File: config.mk
export PLATFORM = sky130hd
export DESIGN_NAME = csi2_frame_sequencer
export DESIGN_NICKNAME = d
export VERILOG_FILES = /design/src/rtl/csi2_frame_sequencer.sv
export SDC_FILE = /design/constraint.sdc
export NUM_CORES = 1
export LEC_CHECK = 0
export ABC_AREA = 1
export CAP_MARGIN = 10
export CORE_UTILIZATION = 61
export DETAILED_ROUTE_END_ITERATION = 8
export PLACE_DENSITY = 0.82
export SYNTH_ARGS = -nofsm -noshare
export SYNTH_HDL_FRONTEND = slang
export SYNTH_SLANG_ARGS = --single-unit
File: constraint.sdc
create_clock -name byte_clk_i -period 4.9 [get_ports byte_clk_i]
set_clock_uncertainty 0.15 [all_clocks]
set_input_delay 0.98 -clock byte_clk_i [delete_from_list [all_inputs] [get_ports byte_clk_i]]
set_output_delay 0.98 -clock byte_clk_i [all_outputs]
set_load 0.02 [all_outputs]
File: src/rtl/csi2_frame_sequencer.sv
// CSI-2 frame sequencer: orders FS / NUM_LINES lines / FE through the TX DPHY handshake with gaps.
// Pulses fire one cycle after hs_rdy_i is seen in REQ; c2d_ready_i stalls indefinitely, hs_rdy_i edges time out.
module csi2_frame_sequencer #(
  parameter int NUM_LINES = 240,
  parameter int LINE_GAP  = 16,
  parameter int FRAME_GAP = 64,
  parameter int TIMEOUT   = 1023
) (
  input  logic        byte_clk_i,
  input  logic        reset_byte_n_i,
  input  logic        enable_i,
  input  logic        c2d_ready_i,
  input  logic        hs_rdy_i,
  output logic        txfr_req_o,
  output logic        fv_start_o,
  output logic        line_start_o,
  output logic        fv_end_o,
  output logic [15:0] line_cnt_o,
  output logic [15:0] frame_cnt_o,
  output logic        busy_o,
  output logic        err_o
);

  typedef enum logic [2:0] {
    ST_IDLE, ST_WAIT_C2D, ST_REQ, ST_ISSUE, ST_WAIT_END, ST_GAP
  } state_t;

  typedef enum logic [1:0] {
    PKT_FS, PKT_LINE, PKT_FE
  } pkt_t;

  localparam logic [15:0] LINE_GAP_M1  = 16'(LINE_GAP - 1);
  localparam logic [15:0] FRAME_GAP_M1 = 16'(FRAME_GAP - 1);
  localparam logic [15:0] NUM_LINES_W  = 16'(NUM_LINES);
  localparam logic [15:0] TIMEOUT_W    = 16'(TIMEOUT);

  state_t      state_q, state_d;
  pkt_t        pkt_q, pkt_d;
  logic [15:0] gap_q, gap_d;
  logic [15:0] tmo_q, tmo_d;
  logic [15:0] line_q, line_d;
  logic [15:0] frame_q, frame_d;
  logic        err_q, err_d;

  always_ff @(posedge byte_clk_i or negedge reset_byte_n_i) begin
    if (!reset_byte_n_i) begin
      state_q <= ST_IDLE;
      pkt_q   <= PKT_FS;
      gap_q   <= 16'd0;
      tmo_q   <= 16'd0;
      line_q  <= 16'd0;
      frame_q <= 16'd0;
      err_q   <= 1'b0;
    end else begin
      state_q <= state_d;
      pkt_q   <= pkt_d;
      gap_q   <= gap_d;
      tmo_q   <= tmo_d;
      line_q  <= line_d;
      frame_q <= frame_d;
      err_q   <= err_d;
    end
  end

  always_comb begin
    state_d = state_q;
    pkt_d   = pkt_q;
    gap_d   = gap_q;
    tmo_d   = tmo_q;
    line_d  = line_q;
    frame_d = frame_q;
    err_d   = err_q;

    case (state_q)
      ST_IDLE: begin
        if (enable_i) begin
          state_d = ST_WAIT_C2D;
          pkt_d   = PKT_FS;
        end
      end

      ST_WAIT_C2D: begin
        if (c2d_ready_i) begin
          state_d = ST_REQ;
          tmo_d   = 16'd0;
        end
      end

      // A handshake seen on the timeout cycle still wins over the error.
      ST_REQ: begin
        if (hs_rdy_i) begin
          state_d = ST_ISSUE;
        end else if (tmo_q == TIMEOUT_W) begin
          state_d = ST_IDLE;
          pkt_d   = PKT_FS;
          err_d   = 1'b1;
        end else begin
          tmo_d = tmo_q + 16'd1;
        end
      end

      ST_ISSUE: begin
        state_d = ST_WAIT_END;
        tmo_d   = 16'd0;
        case (pkt_q)
          PKT_FS:   line_d  = 16'd0;
          PKT_LINE: line_d  = line_q + 16'd1;
          PKT_FE:   frame_d = frame_q + 16'd1;
          default:  ;
        endcase
      end

      ST_WAIT_END: begin
        if (!hs_rdy_i) begin
          state_d = ST_GAP;
          gap_d   = (pkt_q == PKT_FE) ? FRAME_GAP_M1 : LINE_GAP_M1;
        end else if (tmo_q == TIMEOUT_W) begin
          state_d = ST_IDLE;
          pkt_d   = PKT_FS;
          err_d   = 1'b1;
        end else begin
          tmo_d = tmo_q + 16'd1;
        end
      end

      // gap_q counts down from gap-1, so the state lasts exactly the gap length.
      ST_GAP: begin
        if (gap_q == 16'd0) begin
          state_d = ST_WAIT_C2D;
          case (pkt_q)
            PKT_FS:   pkt_d = PKT_LINE;
            PKT_LINE: pkt_d = (line_q == NUM_LINES_W) ? PKT_FE : PKT_LINE;
            PKT_FE: begin
              pkt_d = PKT_FS;
              if (!enable_i) state_d = ST_IDLE;
            end
            default: begin
              pkt_d   = PKT_FS;
              state_d = ST_IDLE;
            end
          endcase
        end else begin
          gap_d = gap_q - 16'd1;
        end
      end

      default: begin
        state_d = ST_IDLE;
        pkt_d   = PKT_FS;
      end
    endcase
  end

  assign txfr_req_o   = (state_q == ST_REQ);
  assign fv_start_o   = (state_q == ST_ISSUE) && (pkt_q == PKT_FS);
  assign line_start_o = (state_q == ST_ISSUE) && (pkt_q == PKT_LINE);
  assign fv_end_o     = (state_q == ST_ISSUE) && (pkt_q == PKT_FE);
  assign line_cnt_o   = line_q;
  assign frame_cnt_o  = frame_q;
  assign busy_o       = (state_q != ST_IDLE);
  assign err_o        = err_q;

endmodule

Fig. 1: cell outlines without signal wires
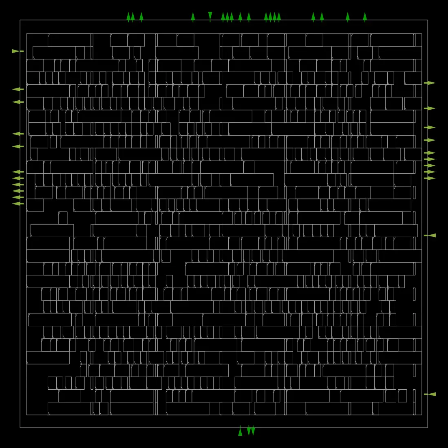
Final Util: 74.6%
fraction of area in registers: 34.0%

Fig. 2: routed metal, one colour a layer
Drawn at 4 px/µm. Two of the layers only.
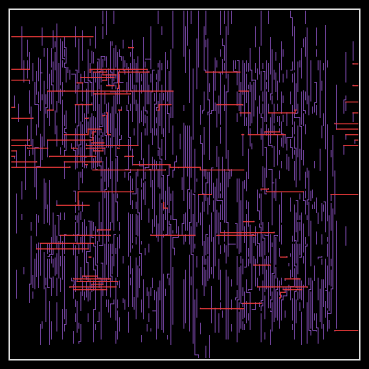
metal 3 -> red  # wire length 584 µm
metal 2 -> purple  # wire length 5250 µm
Routed WL: 10400 µm
via total after detailed routing: 4440

Fig. 3: zoomed window
Window x 29 to 59, y 29 to 59 µm. Cells in grey, sequential cells in the stronger grey; small squares are vias.
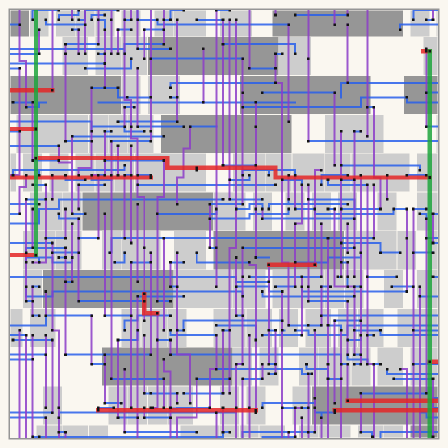
metal 4 -> green
metal 1 -> blue
metal 2 -> purple
metal 3 -> red
cells with their middle in the window = 91
sequential cells in the window = 10
netlist names of flops here include = state_q (3), line_cnt_o (2), pkt_q (2)
most frequent = nand2_1 (21), nor2_1 (11), dfrtp_1 (10)

==> flow_summary.ini <==
; yosys + openroad results
[layout]
fillers = 582
buffers = 43
logic_gates = 495
syn_to_final_growth_pct = 16.2
clkbuf_count = 11
fin_nets = 704
buf_share_pct = 8.21
largestClassByArea = combinational gates

[synth]
ys_top_logic_family = simple AND/OR/NAND/NOR gates
ys_area_um2 = 4430
synth_flops = 70
synth_adder_area_share_pct = 1.69
synth_area_per_cell_um2 = 6.85
ys_sh_xor_pct = 3.16

[final_timing]
min_period_ns = 3.76
slew_headroom_pct = 43.7
hold_slack_ns = 0.371
setup_viol = 0
rsz0062_at_grt = false
fin_crit_sh_pct = 76.7
fmax_mhz = 266

[setup_path]
critical_path_required_ns = 3.77
worstPathArrival_ns = 2.63
crit_fanout = 12
path_cells = nor2_1 > nand2_1 > nor2_2 > nand2_1 > inv_1 > clkdlybuf4s50_1
crit_end = fv_start_o
crit_path_start = state_q[2]
critical_path_class = flop to output pin

[power]
vdd_ir_drop_max_v = 0.000379

[global_route]
use_met1_pct = 36.7
busiest_layer = met2

[hold_path]
hold_end = err_o
whs_path_depth = 1
hp-start = err_o

[detailed_routing]
drtPass1Iterations = 5
met3_length_um = 584

[status]
status = finished clean

[placed_design]
port-buffer-count = 42
placed_cells = 778

[die]
tap_cells = 96
-- flip-flops by register name, summed over array words and instances (netlist names) --
register	count
frame_cnt_o	16
pkt_q	2
tmo_q	16
err_o	1
gap_q	16
state_q	3
line_cnt_o	16
-- where the power goes --
| part | leakage (nW) | total, mW | switching (mW) | internal, mW |
|---|---|---|---|---|
| Clock | 0.113 | 0.533 | 0.232 | 0.302 |
| Sequential | 0.955 | 0.674 | 0.0481 | 0.626 |
| Combinational | 1.31 | 0.599 | 0.437 | 0.162 |
Power figures rest on the tool's default switching activity, not on a simulated workload.
